`config.mk`:
```
export PLATFORM = sky130hd
export DESIGN_NAME = nonce_collector
export DESIGN_NICKNAME = d
export VERILOG_FILES = /design/src/rtl/bcminer_pkg.sv /design/src/rtl/nonce_collector_sync_fifo.sv /design/src/rtl/nonce_collector.sv
export SDC_FILE = /design/constraint.sdc
export NUM_CORES = 1
export LEC_CHECK = 0
export ABC_CLOCK_PERIOD_IN_PS = 3900
export CELL_PAD_IN_SITES_DETAIL_PLACEMENT = 1
export CELL_PAD_IN_SITES_GLOBAL_PLACEMENT = 2
export CORE_ASPECT_RATIO = 1.75
export CORE_UTILIZATION = 46
export DETAILED_ROUTE_END_ITERATION = 6
export PLACE_DENSITY_LB_ADDON = 0.05
export SLEW_MARGIN = 10
export SYNTH_ARGS = -nofsm -noshare
export SYNTH_HDL_FRONTEND = slang
export SYNTH_SLANG_ARGS = --single-unit
```
`constraint.sdc`:
```
create_clock -name clk -period 3.9 [get_ports clk]
set_input_delay 0.78 -clock clk [delete_from_list [all_inputs] [get_ports clk]]
set_output_delay 0.78 -clock clk [all_outputs]
set_load 0.02 [all_outputs]
```
`src/rtl/bcminer_pkg.sv`:
```
// Shared definitions for the miner back-end blocks.
//
// Contents:
//   NONCE_W          width of a nonce
//   nonce_t          nonce word type
//   collect_state_t  result-collector FSM encoding
//   ST_*             the same encodings as plain logic [1:0] constants, for
//                    blocks that keep their state in a plain logic register
package bcminer_pkg;

    localparam int NONCE_W = 32;

    typedef logic [NONCE_W-1:0] nonce_t;

    typedef enum logic [1:0] {
        IDLE    = 2'd0,
        COLLECT = 2'd1,
        DONE    = 2'd2
    } collect_state_t;

    localparam logic [1:0] ST_IDLE    = 2'd0;
    localparam logic [1:0] ST_COLLECT = 2'd1;
    localparam logic [1:0] ST_DONE    = 2'd2;

endpackage

```
`src/rtl/nonce_collector_sync_fifo.sv`:
```
// sync_fifo: single-clock FIFO with synchronous flush.
//
// The read and write pointers carry one bit beyond the address. The low
// LOGDEPTH bits address storage and wrap modulo the depth. The extra bit
// tells a full FIFO apart from an empty one, and occupancy is always the
// pointer difference, so it cannot drift.
//
// Ports:
//   clk, rst   clock, synchronous active-high reset
//   flush      empties the FIFO this cycle (wins over push and pop)
//   push, din  write request and data; accepted when not full or popping
//   pop        read request; accepted when not empty
//   dout       head entry, 0 when empty
//   count      occupancy 0..2**LOGDEPTH
//   full       count == 2**LOGDEPTH
//   empty      count == 0
module sync_fifo #(
    parameter int WIDTH    = 32,
    parameter int LOGDEPTH = 3
) (
    input  logic                clk,
    input  logic                rst,
    input  logic                flush,
    input  logic                push,
    input  logic                pop,
    input  logic [WIDTH-1:0]    din,
    output logic [WIDTH-1:0]    dout,
    output logic [LOGDEPTH:0]   count,
    output logic                full,
    output logic                empty
);

    localparam int DEPTH = 1 << LOGDEPTH;
    localparam logic [LOGDEPTH:0] PTR_ONE = 1;

    logic [WIDTH-1:0]  mem [DEPTH];
    logic [LOGDEPTH:0] wr_ptr;
    logic [LOGDEPTH:0] rd_ptr;
    logic              pop_ok;
    logic              push_ok;

    assign count   = wr_ptr - rd_ptr;
    assign empty   = (wr_ptr == rd_ptr);
    assign full    = (wr_ptr[LOGDEPTH] != rd_ptr[LOGDEPTH]) &&
                     (wr_ptr[LOGDEPTH-1:0] == rd_ptr[LOGDEPTH-1:0]);
    assign pop_ok  = pop && !empty;
    // A full FIFO still takes a push when the head leaves in the same cycle.
    assign push_ok = push && (!full || pop_ok);
    assign dout    = empty ? '0 : mem[rd_ptr[LOGDEPTH-1:0]];

    // Pointer update. Reset and flush both return the FIFO to empty.
    always_ff @(posedge clk) begin
        if (rst || flush) begin
            wr_ptr <= '0;
            rd_ptr <= '0;
        end else begin
            if (push_ok) wr_ptr <= wr_ptr + PTR_ONE;
            if (pop_ok)  rd_ptr <= rd_ptr + PTR_ONE;
        end
    end

    // Storage has no reset. Slots past the pointers are never read.
    always_ff @(posedge clk) begin
        if (push_ok && !rst && !flush) begin
            mem[wr_ptr[LOGDEPTH-1:0]] <= din;
        end
    end

endmodule

```
`src/rtl/nonce_collector.sv`:
```
// nonce_collector: captures the nonces of winning hash results into a FIFO
// for the host. It counts the results of the current block and flags block
// completion. A sticky flag records any winning nonce dropped because the
// FIFO was full.
//
// Ports:
//   clk, rst      clock, synchronous active-high reset
//   blockStart    new block: flush FIFO, clear flags and counter, collect
//   resultValid   a hash result is present this cycle
//   success       that result meets difficulty
//   nonceIn       nonce of that result
//   rdValid       FIFO not empty
//   rdReady       host pops the head when rdValid && rdReady
//   rdNonce       FIFO head (0 when empty)
//   count         FIFO occupancy
//   overflow      sticky: a winning nonce was dropped this block
//   blockDone     all 2**COUNTBITS results of the block have been seen
module nonce_collector
    import bcminer_pkg::*;
#(
    parameter int COUNTBITS = 6,
    parameter int LOGDEPTH  = 3
) (
    input  logic                clk,
    input  logic                rst,
    input  logic                blockStart,
    input  logic                resultValid,
    input  logic                success,
    input  logic [NONCE_W-1:0]  nonceIn,
    output logic                rdValid,
    input  logic                rdReady,
    output logic [NONCE_W-1:0]  rdNonce,
    output logic [LOGDEPTH:0]   count,
    output logic                overflow,
    output logic                blockDone
);

    localparam logic [COUNTBITS-1:0] CNT_ONE = 1;

    logic [1:0]           state;
    logic [COUNTBITS-1:0] result_cnt;
    logic                 push_req;
    logic                 fifo_full;
    logic                 fifo_empty;
    logic                 drop;

    // Only winning results seen while collecting are stored. A push in the
    // same cycle as blockStart is discarded because the flush wins.
    assign push_req = resultValid && success && (state == ST_COLLECT) && !blockStart;

    // A full FIFO loses the push unless the host pops in the same cycle.
    // A full FIFO is never empty, so rdReady alone means a real pop here.
    assign drop = push_req && fifo_full && !rdReady;

    assign rdValid   = !fifo_empty;
    assign blockDone = (state == ST_DONE);

    sync_fifo #(
        .WIDTH    (NONCE_W),
        .LOGDEPTH (LOGDEPTH)
    ) u_fifo (
        .clk   (clk),
        .rst   (rst),
        .flush (blockStart),
        .push  (push_req),
        .pop   (rdReady),
        .din   (nonceIn),
        .dout  (rdNonce),
        .count (count),
        .full  (fifo_full),
        .empty (fifo_empty)
    );

    // Block FSM, result counter and sticky overflow. blockStart restarts
    // collection from any state. In COLLECT every valid result is counted.
    // The last result of the block moves the FSM to DONE, and the counter
    // wraps back to zero on that same result.
    always_ff @(posedge clk) begin
        if (rst) begin
            state      <= ST_IDLE;
            result_cnt <= '0;
            overflow   <= 1'b0;
        end else if (blockStart) begin
            state      <= ST_COLLECT;
            result_cnt <= '0;
            overflow   <= 1'b0;
        end else begin
            if (drop) overflow <= 1'b1;
            case (state)
                ST_COLLECT: begin
                    if (resultValid) begin
                        result_cnt <= result_cnt + CNT_ONE;
                        if (result_cnt == '1) state <= ST_DONE;
                    end
                end
                ST_DONE: state <= ST_DONE;
                default: state <= ST_IDLE;
            endcase
        end
    end

endmodule

```
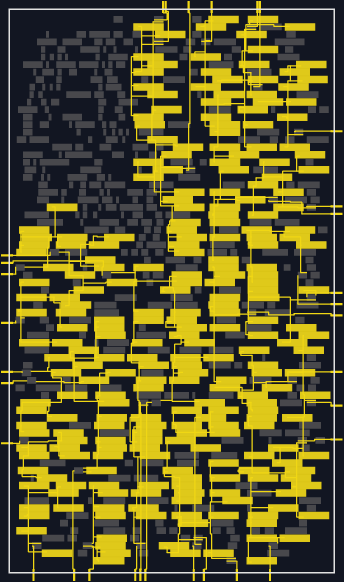
(I/O nets highlighted)
legend:
  yellow:
    port: nonceIn
    bits: 32
    direction: input
    edge: 10 bottom, 9 right, 7 left, 6 top
    end_cells: 256
    buffers: 32
    wire: 2880 um
io pins: 77
number of port buffers: 76

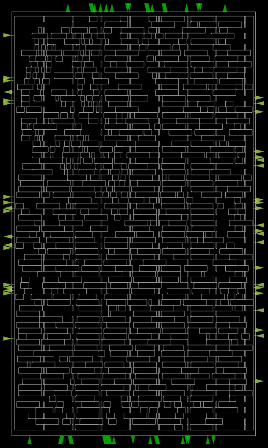
(cell outlines without signal wires)
count of fill cells added during filler insertion: 1973
count of inserted tapcells: 300

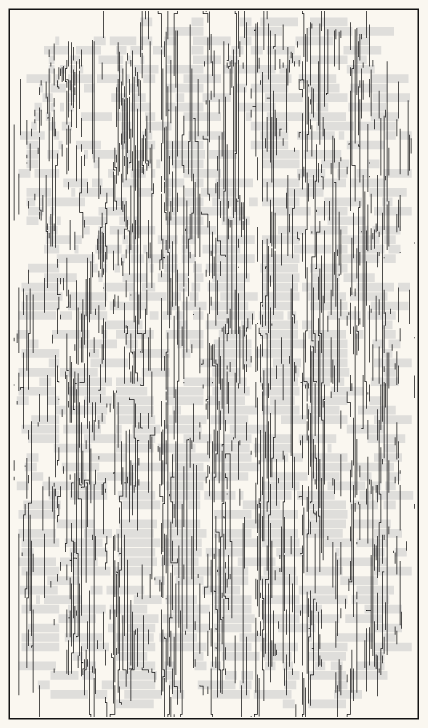
(M2 wires)
share of all routed wire: 57%
nets with wire on the layer: 631
main direction: vertical
global-route track usage on met2: 38.2%
overall routed net length: 22700 um
via total after detailed routing: 5113

==> commit_impl_results.txt <==
Store results of the implementation flow

* Sw Share: approximately a fifth
* DRC violation total after the first TritonRoute iteration: around 320
* Pin count of the biggest net entering global routing: approximately 41
* Total area of sequential cells: between 8000 and 9000 um^2
* Switching power: between 0.001 and 0.0015 W
- In the CTS report, the clock slew at the register clock pins of the worst setup and hold paths is listed as ~0.060 ns.
* Row count: around 73
* Reg2reg path depth: 7
* Remaining DRCs: 0
- Final critical-path setup slack: 0.137 ns
- Clk latency late pin: around 0.52 ns
- The type recorded for the worst min-delay path is flip-flop to flip-flop.
- Largest clock skew in the final design: around 0.013 ns
- Per the synthesis report, the adder-cell share of the synthesized area is under 10%.
- The via count of the first global-routing pass came to just under 6000.
* Combinational cell fraction of total power: under 10%
- Syn nets: around 550
- Worst R2R Setup Slack: about 1.3 ns
- Setup repair after global routing left no endpoint under its margin.
* Count of endpoints failing setup in the final report: 0
- Share of final layout cell area taken by clock buffers and inverters: between 6 and 7%
- TritonCTS clock tree: done
- Diode count: 1
* Final design instance area without fill: ~13000 um^2
- Per the layout report, the design carries 9 non-clock inverters.
- Buffers inserted during clock tree synthesis total 25.
- Summed over all layers, the global routing overflow is 0.
- Count of multi-input gates: ~190
* Synthesis Warnings: 0
- Power Density: between 400 and 500 nW/um^2
* Critical Path, Cell by Cell: inv_1 > ha_1 > and3_2 > a21oi_4 > buf_6 > a22o_1 > clkdlybuf4s50_1
- By area, the combinational part of the netlist is dominated by multiplexers.
- Cells with a size suffix above 1 make up 23.8% of the layout.
- Top Layer Used: met4
- Among logic cells in the layout, the one with the most instances is sky130_fd_sc_hd__edfxtp_1.
- The data required time reported for the critical path is 3.12 ns.
- Startpoint of the most critical hold path: result_cnt[1]
* GRT Total Usage: ~20%
- Synthesized registers: 276
- Max FFs per register: approximately 260
* Post-synth top cells: sky130_fd_sc_hd__edfxtp_1, sky130_fd_sc_hd__mux4_2, sky130_fd_sc_hd__a22o_1
- Power attributed to the clock group: 0.00250 W
- Global route summary, busiest routing layer listed as met2.
- Number of antenna violations at the first check in global routing: 1
* Post-synthesis cell count from yosys: between 400 and 500
* Ratio of routed vias to standard cells: about 5.5
- Worst Hold Path Cells: 2
* Post-Route Utilization: 56.6%
* Critical Setup Path Class: flip-flop to output port
* Post-placement cell area: around 12000 um^2
- The flow reports power dissipated in sequential cells as roughly 0.0032 W.
* Worst-margin pin slew: around 0.55 ns
* Number of enable-type register cells in the synthesized netlist: between 200 and 300
- Number of buffers on the longest clock path: 3
- Sorting the Yosys area breakdown by cell type puts at the top sky130_fd_sc_hd__edfxtp_1.
- Reported max-cap violation count: 0
- The number of different library cells used by synthesis comes to 39.
- Detailed routing placed a total of around 13000 um of wire on met2.
* Cell family contributing the most delay on the critical path: buffers and inverters
- Yosys reports a chip area of around 11000 um^2.
- Before any placement, the netlist area is recorded as between 10000 and 15000 um^2.
- Per report_power, the top consumer among the power groups is sequential cells.
* Part of the power in registers: between 50% and 60%
- Number of placed cells counting well taps: about 900
- The flow ran to the end, and the final reports show no timing, DRC or antenna violations.
* Detailed-route wire length on metal 1: 8550 um
- The most used flip-flop cell after synthesis is sky130_fd_sc_hd__edfxtp_1.
- Detailed placement finished with a half-perimeter wire length of between 10000 and 15000 um.
- Critical path depth in cells: 7
- The launch point of the worst register-to-register path is recorded as u_fifo.rd_ptr[1].
- Post-synth seq share: 75.9%
- Instance count of the mapped netlist: between 400 and 500
* XOR-XNOR Cells, Area Fraction: less than 1%
- After layout, the minimum clock period comes to around 3.8 ns.
* Die outline area: between 20000 and 25000 um^2
- In this build the clock could be raised as far as roughly 270 MHz.
- According to the CTS report, the clock sink count is about 280.
- Per the OpenROAD floorplan log, the width of the die is approximately 120 um.
* Top cell type by instance count after synthesis: sky130_fd_sc_hd__edfxtp_1
- Wire length of the first global-routing pass: 34400 um
* Largest cells by area after synthesis: sky130_fd_sc_hd__edfxtp_1, sky130_fd_sc_hd__mux4_2, sky130_fd_sc_hd__dfxtp_1
* Area fraction in compound gates after synthesis: under 10%
- The critical path starts at u_fifo.rd_ptr[1].
* Die height: approximately 200 um
- Timing analysis after detailed placement gives a worst setup slack of 0.394 ns.
- The number of buffers and inverters on the critical path is 3.
- Amount of wire on met3 after detailed routing: 863 um
* Post-CTS setup repair buffer count: 0
* Non-clock buffer count: around 100
* Pins Over Slew Limit: 0
- The synthesized design devotes to its leading area cell type between 70% and 80% of total area.
- Area growth from synthesis to final layout: 20.7%
* Max-slew headroom: a little over three fifths
- Worst slack on hold paths: 0.490 ns
* Core outline area: between 20000 and 25000 um^2
- Met1 track utilization from global routing: around a quarter
- Cell leakage power: 3.99 nW
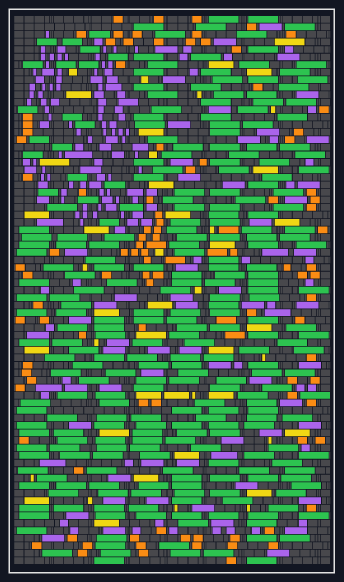
(placement by cell class)
Fill, decap, tap and diode cells in grey.
legend:
  orange:
    class: remaining buffers and delay cells
    cells: 104
    share_of_their_area: 8.4%
  green:
    class: registers
    cells: 276
    share_of_their_area: 65%
  purple:
    class: remaining logic cells
    cells: 199
    share_of_their_area: 20%
  yellow:
    class: clock drivers and dummy loads
    cells: 46
    share_of_their_area: 6.7%

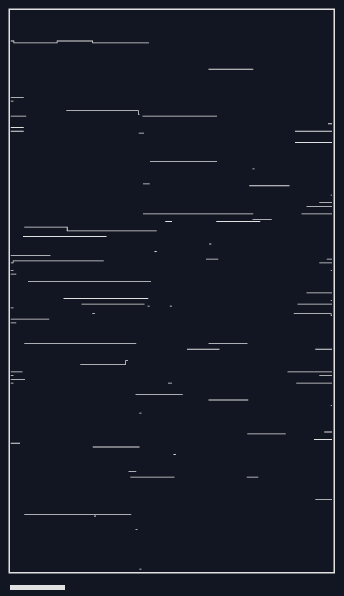
(met3 routing)
Bar = 20 um.
nets with wire on the layer: 57
main direction: horizontal
wire length on this layer: 863 um
longest straight run: 44.2 um
grt met3 use: 2.38%

Power is estimated from default activity; no workload was simulated.
